<file path="src/rtl/bitserial_alu_arbiter_if.sv">
// -----------------------------------------------------------------------------
// bitserial_alu_arbiter_if
// Client-side bus of the two-port bit-serial ALU arbiter.
//   req_valid[1:0]  per-port request valid (bit i = port i)
//   req_ready[1:0]  per-port request accept, at most one bit set
//   req_op[7:0]     {port1 op, port0 op}
//   req_a/req_b     {port1, port0} 32-bit operands
//   rsp_valid[1:0]  per-port response valid
//   rsp_ready[1:0]  per-port response accept
//   rsp_result      result for the port whose rsp_valid bit is set
//   rsp_err         watchdog timeout flag
// Modports: master = request clients, slave = arbiter.
// -----------------------------------------------------------------------------
interface bitserial_alu_arbiter_if;
  logic [1:0]  req_valid;
  logic [1:0]  req_ready;
  logic [7:0]  req_op;
  logic [63:0] req_a;
  logic [63:0] req_b;
  logic [1:0]  rsp_valid;
  logic [1:0]  rsp_ready;
  logic [31:0] rsp_result;
  logic        rsp_err;

  modport master (
    output req_valid, req_op, req_a, req_b, rsp_ready,
    input  req_ready, rsp_valid, rsp_result, rsp_err
  );

  modport slave (
    input  req_valid, req_op, req_a, req_b, rsp_ready,
    output req_ready, rsp_valid, rsp_result, rsp_err
  );
endinterface

</file>
<file path="src/rtl/bitserial_alu_arbiter.sv">
// -----------------------------------------------------------------------------
// bitserial_alu_arbiter
// Arbitrates two request ports onto one bit-serial ALU. A granted request is
// issued to the ALU with a single alu_start pulse, the arbiter waits for
// alu_done, then presents the result to the granting port until accepted.
// Ties between ports alternate, starting with port 0 after reset.
//
// Ports:
//   clk, rst            clock, asynchronous active-high reset
//   bus (slave)         request/response bus, see bitserial_alu_arbiter_if
//   alu_start           one-cycle issue pulse to the ALU
//   alu_op/alu_a/alu_b  operation and operands driven to the ALU
//   alu_result/alu_done ALU completion pulse and its result
//   busy                high whenever a transaction is in flight
//   grant_id            port currently being served
//
// Parameter TIMEOUT_CYCLES: WAIT-state watchdog limit in clk cycles.
// Optional feature macro BITSERIAL_ALU_ARB_TIMEOUT_EN: when defined, a WAIT
// lasting TIMEOUT_CYCLES without alu_done ends with rsp_result=0, rsp_err=1.
// When undefined, WAIT lasts until alu_done and rsp_err is always 0.
// -----------------------------------------------------------------------------
module bitserial_alu_arbiter #(
  parameter int TIMEOUT_CYCLES = 64
) (
  input  logic                   clk,
  input  logic                   rst,
  bitserial_alu_arbiter_if.slave bus,
  output logic                   alu_start,
  output logic [3:0]             alu_op,
  output logic [31:0]            alu_a,
  output logic [31:0]            alu_b,
  input  logic [31:0]            alu_result,
  input  logic                   alu_done,
  output logic                   busy,
  output logic                   grant_id
);

  typedef enum logic [1:0] {
    ST_IDLE  = 2'd0,
    ST_ISSUE = 2'd1,
    ST_WAIT  = 2'd2,
    ST_RESP  = 2'd3
  } state_t;

  state_t      state_r;
  state_t      next_state_s;
  logic [1:0]  grant_s;
  logic        hs_s;
  logic        hs_port_s;
  logic        timeout_s;
  logic        last_served_r;
  logic        grant_id_r;
  logic [3:0]  op_r;
  logic [31:0] a_r;
  logic [31:0] b_r;
  logic [31:0] rsp_result_r;
  logic        rsp_err_r;
  logic [1:0]  rsp_valid_r;
  logic        alu_start_r;
  logic        busy_r;

  // Grant selection in IDLE: a lone valid port wins, a tie goes to the port
  // not served last. Gated by rst so req_ready drops the moment reset rises.
  always_comb begin
    grant_s = 2'b00;
    if ((state_r == ST_IDLE) && !rst) begin
      case (bus.req_valid)
        2'b01:   grant_s = 2'b01;
        2'b10:   grant_s = 2'b10;
        2'b11:   grant_s = last_served_r ? 2'b01 : 2'b10;
        default: grant_s = 2'b00;
      endcase
    end else begin
      grant_s = 2'b00;
    end
  end

  // grant_s is only non-zero for a valid port, so any grant is a handshake.
  assign hs_s      = |grant_s;
  assign hs_port_s = grant_s[1];

`ifdef BITSERIAL_ALU_ARB_TIMEOUT_EN
  localparam int CNT_W = $clog2(TIMEOUT_CYCLES + 1);

  logic [CNT_W-1:0] wait_cnt_r;

  // WAIT-cycle counter; held at zero outside WAIT so every entry starts fresh.
  always_ff @(posedge clk or posedge rst) begin
    if (rst) begin
      wait_cnt_r <= {CNT_W{1'b0}};
    end else if (state_r != ST_WAIT) begin
      wait_cnt_r <= {CNT_W{1'b0}};
    end else begin
      wait_cnt_r <= wait_cnt_r + CNT_W'(1);
    end
  end

  // The cycle holding count TIMEOUT_CYCLES-1 is the last WAIT cycle allowed.
  assign timeout_s = (state_r == ST_WAIT) &&
                     (wait_cnt_r == CNT_W'(TIMEOUT_CYCLES - 1));
`else
  assign timeout_s = 1'b0;
`endif

  // State register.
  always_ff @(posedge clk or posedge rst) begin
    if (rst) begin
      state_r <= ST_IDLE;
    end else begin
      state_r <= next_state_s;
    end
  end

  // Next-state logic; alu_done is only looked at in WAIT.
  always_comb begin
    next_state_s = state_r;
    case (state_r)
      ST_IDLE: begin
        if (hs_s) begin
          next_state_s = ST_ISSUE;
        end else begin
          next_state_s = ST_IDLE;
        end
      end
      ST_ISSUE: begin
        next_state_s = ST_WAIT;
      end
      ST_WAIT: begin
        if (alu_done) begin
          next_state_s = ST_RESP;
        end else if (timeout_s) begin
          next_state_s = ST_RESP;
        end else begin
          next_state_s = ST_WAIT;
        end
      end
      ST_RESP: begin
        if (bus.rsp_ready[grant_id_r]) begin
          next_state_s = ST_IDLE;
        end else begin
          next_state_s = ST_RESP;
        end
      end
      default: begin
        next_state_s = ST_IDLE;
      end
    endcase
  end

  // Datapath and registered outputs. Strobes are decoded from next_state_s so
  // they are aligned with the state they belong to; captured operands stay put
  // until the next handshake, and the result only changes on WAIT exit.
  always_ff @(posedge clk or posedge rst) begin
    if (rst) begin
      last_served_r <= 1'b1;
      grant_id_r    <= 1'b0;
      op_r          <= 4'd0;
      a_r           <= 32'd0;
      b_r           <= 32'd0;
      rsp_result_r  <= 32'd0;
      rsp_err_r     <= 1'b0;
      rsp_valid_r   <= 2'b00;
      alu_start_r   <= 1'b0;
      busy_r        <= 1'b0;
    end else begin
      alu_start_r <= (next_state_s == ST_ISSUE);
      busy_r      <= (next_state_s != ST_IDLE);
      if ((state_r == ST_IDLE) && hs_s) begin
        grant_id_r    <= hs_port_s;
        last_served_r <= hs_port_s;
        op_r          <= hs_port_s ? bus.req_op[7:4]  : bus.req_op[3:0];
        a_r           <= hs_port_s ? bus.req_a[63:32] : bus.req_a[31:0];
        b_r           <= hs_port_s ? bus.req_b[63:32] : bus.req_b[31:0];
      end
      if (state_r == ST_WAIT) begin
        if (alu_done) begin
          rsp_result_r <= alu_result;
          rsp_err_r    <= 1'b0;
        end else if (timeout_s) begin
          rsp_result_r <= 32'd0;
          rsp_err_r    <= 1'b1;
        end
      end
      // grant_id_r is fixed long before RESP is entered.
      if (next_state_s == ST_RESP) begin
        rsp_valid_r <= grant_id_r ? 2'b10 : 2'b01;
      end else begin
        rsp_valid_r <= 2'b00;
      end
    end
  end

  assign bus.req_ready  = grant_s;
  assign bus.rsp_valid  = rsp_valid_r;
  assign bus.rsp_result = rsp_result_r;
  assign bus.rsp_err    = rsp_err_r;
  assign alu_start      = alu_start_r;
  assign alu_op         = op_r;
  assign alu_a          = a_r;
  assign alu_b          = b_r;
  assign busy           = busy_r;
  assign grant_id       = grant_id_r;

endmodule

</file>
<file path="src/flat_wrapper.sv">
// flat-port wrapper written by rule: the top's interface ports become plain ports
module bitserial_alu_arbiter_flat 
#(
  parameter int TIMEOUT_CYCLES = 64
)
  (clk, rst, alu_start, alu_op, alu_a, alu_b, alu_result, alu_done, busy, grant_id, bus_req_valid, bus_req_op, bus_req_a, bus_req_b, bus_rsp_ready, bus_req_ready, bus_rsp_valid, bus_rsp_result, bus_rsp_err);
  bitserial_alu_arbiter_if bus_i ();
  input  logic clk;
  input  logic rst;
  output logic alu_start;
  output logic [3:0] alu_op;
  output logic [31:0] alu_a;
  output logic [31:0] alu_b;
  input  logic [31:0] alu_result;
  input  logic alu_done;
  output logic busy;
  output logic grant_id;
  input wire logic [$bits(bus_i.req_valid)-1:0] bus_req_valid;
  input wire logic [$bits(bus_i.req_op)-1:0] bus_req_op;
  input wire logic [$bits(bus_i.req_a)-1:0] bus_req_a;
  input wire logic [$bits(bus_i.req_b)-1:0] bus_req_b;
  input wire logic [$bits(bus_i.rsp_ready)-1:0] bus_rsp_ready;
  output wire logic [$bits(bus_i.req_ready)-1:0] bus_req_ready;
  output wire logic [$bits(bus_i.rsp_valid)-1:0] bus_rsp_valid;
  output wire logic [$bits(bus_i.rsp_result)-1:0] bus_rsp_result;
  output wire logic [$bits(bus_i.rsp_err)-1:0] bus_rsp_err;
  assign bus_i.req_valid = bus_req_valid;
  assign bus_i.req_op = bus_req_op;
  assign bus_i.req_a = bus_req_a;
  assign bus_i.req_b = bus_req_b;
  assign bus_i.rsp_ready = bus_rsp_ready;
  assign bus_req_ready = bus_i.req_ready;
  assign bus_rsp_valid = bus_i.rsp_valid;
  assign bus_rsp_result = bus_i.rsp_result;
  assign bus_rsp_err = bus_i.rsp_err;
  bitserial_alu_arbiter #(.TIMEOUT_CYCLES(TIMEOUT_CYCLES)) u_core (.clk(clk), .rst(rst), .bus(bus_i), .alu_start(alu_start), .alu_op(alu_op), .alu_a(alu_a), .alu_b(alu_b), .alu_result(alu_result), .alu_done(alu_done), .busy(busy), .grant_id(grant_id));
endmodule
</file>
<file path="config.mk">
export PLATFORM = sky130hd
export DESIGN_NAME = bitserial_alu_arbiter_flat
export DESIGN_NICKNAME = d
export VERILOG_FILES = /design/src/rtl/bitserial_alu_arbiter_if.sv /design/src/rtl/bitserial_alu_arbiter.sv /design/src/flat_wrapper.sv
export SDC_FILE = /design/constraint.sdc
export NUM_CORES = 1
export LEC_CHECK = 0
export CAP_MARGIN = 20
export CELL_PAD_IN_SITES_DETAIL_PLACEMENT = 1
export CELL_PAD_IN_SITES_GLOBAL_PLACEMENT = 2
export CORE_ASPECT_RATIO = 0.5
export CORE_MARGIN = 4
export CORE_UTILIZATION = 21
export DETAILED_ROUTE_END_ITERATION = 8
export GPL_TIMING_DRIVEN = 0
export HOLD_SLACK_MARGIN = 0.15
export PLACE_DENSITY = 0.8
export SLEW_MARGIN = 10
export SYNTH_ARGS = -nofsm -noshare
export SYNTH_HDL_FRONTEND = slang
export SYNTH_SLANG_ARGS = --single-unit
</file>
<file path="constraint.sdc">
create_clock -name clk -period 4.35 [get_ports clk]
set_input_delay 0.87 -clock clk [delete_from_list [all_inputs] [get_ports clk]]
set_output_delay 0.87 -clock clk [all_outputs]
set_load 0.02 [all_outputs]
</file>
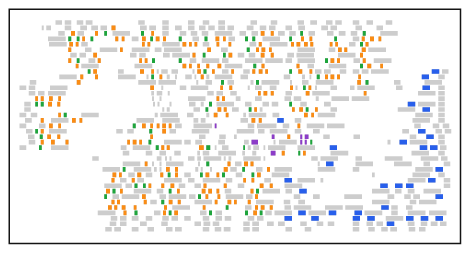
(images/logic_types.png)
(2 px per µm)
family	colour	cells	most used
aoi and oai cells	orange	208	a21oi_1
mux cells	blue	33	mux2_2
nand cells	green	73	nand3_1
nor cells	purple	8	nor2_1
Comb/total area: 23.06%
Non-Filler Instances: 1102

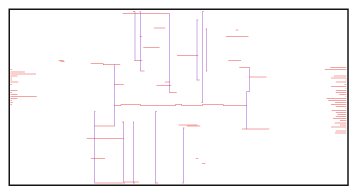
(images/wires.png)
(1.5 px per µm) Only two layers are drawn.
layer	colour	wire length
metal 3	red	659 µm
metal 4	purple	549 µm
vias post-DR: 5186
final WL: 21840 µm
Global Route Usage Sum: 16.02%
routed wire length per instance: 19.82 µm

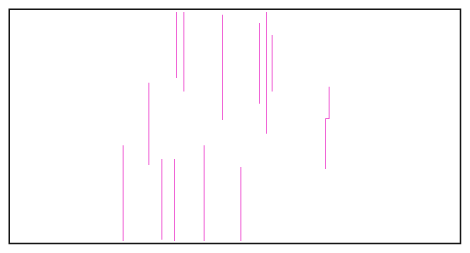
(images/layer_met4.png)
(2 px per µm)
main direction	vertical
share of all routed wire	2.5%
longest straight run	60.5 µm
nets with wire on the layer	12
wire length on this layer	549 µm

==> Changelog: implementation <==
### Changed

- Status: finished, final reports clean
- Ratio of cells with drive above 1 in the final layout: 10.20%
- Yosys cell count: 496
- Worst Path Buf+Inv: 4
- Synth cell types: 29
- Sw power: 2.227 mW
- Mux contribution to synthesized area: 7.503%
- Final net count: 964
- Init Core Util: 21.48%
- Peak supply drop: 0.2723 mV
- Pre-CTS setup slack: 494.7 ps
- Vias in the first global route: 5597
- Seq cells post-synth: 108
- Largest combinational cell category by area: AND-OR/OR-AND gates
- Worst setup margin: 535.2 ps
- TritonRoute pass-1 iters: 4
- Layout Skew: 8.770 ps
- Post-Synth Adder-Cell Area: 0%
- GRT overflow: 0
- DRT antenna net count: 0
- RSZ-0062 raised after global routing: no
- Most numerous logic cell after layout: clkdlybuf4s50_1
- TritonCTS Sinks: 108
- CP Capture Type: output port
- Clk pwr share: 14.6%
- Largest cells by area: dfrtp_1 (54%), a31oi_1 (8.6%), mux2_2 (7.3%), a21oi_1 (7.0%), nand3_1 (7.0%)
- CP Launch Type: primary input
- Most frequent logic cells in the routed design: clkdlybuf4s50_1 (281), dfrtp_1 (107), nand3_1 (69), a21oi_1 (69), a31oi_1 (68)
- Maxcap violations: 0
- # rows: 39
- Minimum clock period: 3815 ps
- Period utilisation layout: 87.70%
- Data required, critical path: 3480 ps
- Leak pwr: 3.174 nW
- WL met1: 8821 µm
- Power Internal: 3.289 mW
- IO Pins: 283
- Simple share: 8.492%
- Crit-path cells: clkdlybuf4s50_1 > or3_1 > buf_2 > buf_6 > nor2_1 > clkdlybuf4s50_1
- Critical path arrival: 2940 ps
- Via/cell ratio: 4.706
- Aoi share: 23.37%
- Final slew viol count: 0
- Largest delay share family, worst path: buffers and inverters
- Yosys stat area: 4936 µm²
- Initial antenna violation count: 1
- Hold Fails Final Rpt: 0
- CTS tree: done
- Root buffer cell: clkbuf_16
- Post-synth ARST share: 100.0%
- Post-CTS setup buffer count: 0
- Crit Path Class: in2out
- Die area: 26170 µm²
- Detail Placement HPWL: 16820 µm
- Core box area: 22980 µm²
- EDFF count, synth: 0
- CP max stage cell: clkdlybuf4s50_1
- CP peak stage delay: 680 ps
- Max-area cell share: 54.25%
- OpenROAD warning count: 26
- XOR/XNOR Fraction of Synth Area: 0%
- Fmax: 262.1 MHz
- Placer congestion estimate: 0.7711
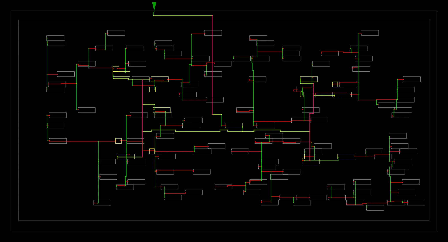
(images/clocks.png)
clk_lat worst skew: 360 ps
P_clk: 805 µW
TritonCTS Buffers: 9

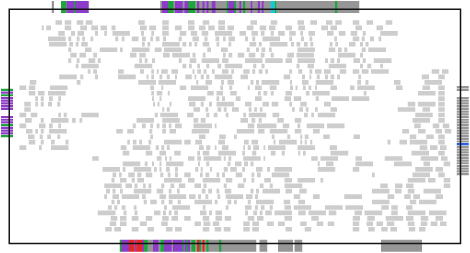
(images/io_placement.png)
(2 px per µm) Pins as bars across the die edge, other pins in grey.
port	colour	pins	direction	edge
bus_req_b	purple	64	input	32 top, 20 bottom, 12 left
bus_rsp_ready	cyan	2	input	top
alu_b	green	32	output	16 top, 12 bottom, 4 left
bus_req_op	red	8	input	bottom
busy	blue	1	output	right
Buffers on Ports: 281
Die Ht: 116.4 µm
Die Wd: 224.8 µm

==> per-stage QoR <==
| step | setup TNS [ps] | utilization [%] | cells | hold WS (ps) | power, mW |
|---|---|---|---|---|---|
| 2_1_floorplan | 0 | - | 496 | 505.2 | 3.208 |
| 3_3_place_gp | -151210 | 35.39 | 1084 | 486.5 | 4.699 |
| 3_5_place_dp | 0 | 35.53 | 1085 | 494.2 | 4.768 |
| 4_1_cts | 0 | 36.72 | 1101 | 511.7 | 5.598 |
| 5_1_grt | 0 | 36.74 | 1102 | 519.4 | 5.858 |
| 6_report | 0 | 36.74 | 1102 | 506.6 | 5.515 |
==> power by group through the flow <==
stage,sequential [mW],combinational [mW],clock [mW]
after CTS,1.81,2.95,0.839
after detailed placement,1.82,2.95,0
after global routing,1.88,3.10,0.878
final,1.80,2.91,0.805
after global placement,1.79,2.91,0
after floorplan,2.38,0.827,0
==> flip-flops by register name, indices dropped and copies added (netlist names) <==
signal / count
u_core.bus.rsp_valid: 2
u_core.alu_b: 32
u_core.last_served_r: 1
u_core.bus.rsp_result: 32
u_core.grant_id: 1
u_core.alu_start: 1
u_core.alu_op: 4
u_core.busy: 1
u_core.state_r: 2
u_core.alu_a: 32
==> worst reg2reg max path, stage by stage, from the launching register on <==
cell and delay (ps):
dfrtp_1 450, nor3_2 250, buf_4 230, clkbuf_1 470, a21oi_1 160, a31oi_1 190
==> logic make-up (layout without fill, tap and decap cells) <==
group                  count (synthesis)  in the layout
AOI/OAI and AO/OA                    211            211
buffers and inverters                 60            358
DFF                                  108            108
other                                  1              2
muxes                                 33             33
and+or+nand+nor                       83             83
==> area by class of cell <==
class | count | area (µm²) | share of cell area, %
Sequential cell | 108 | 2704 | 32.02
Inverter | 4 | 20.02 | 0.2371
Timing Repair Buffer | 282 | 2840 | 33.64
Tap cell | 307 | 384.1 | 4.549
Buffer | 56 | 270.3 | 3.201
Clock inverter | 6 | 46.29 | 0.5483
Clock buffer | 10 | 229.0 | 2.712
Multi-Input combinational cell | 328 | 1947 | 23.06
Antenna cell | 1 | 2.502 | 0.02964
==> path summary, 6_finish.rpt <==
check	startpoint	end	slack, ps	cells past startpoint
setup / recovery	rst	bus_req_ready[1]	540	6
hold / removal	u_core.bus.rsp_result[27]	u_core.bus.rsp_result[27]	510	1
setup reg to reg	u_core.state_r[1]	u_core.alu_b[11]	2520	5
hold reg to reg	u_core.bus.rsp_result[27]	u_core.bus.rsp_result[27]	510	1
max in group asynchronous	rst	u_core.last_served_r	2710	3
min in group asynchronous	rst	u_core.bus.rsp_valid[0]	920	2
==> metal layers <==
metal,vias to the layer above,global-route usage [%]
met4,0,5.057
li1,2420,-
met1,2617,19.16
met3,30,2.587
met2,119,29.91
met5,-,0
No activity file was given, so power comes from the tool's default toggle rates.
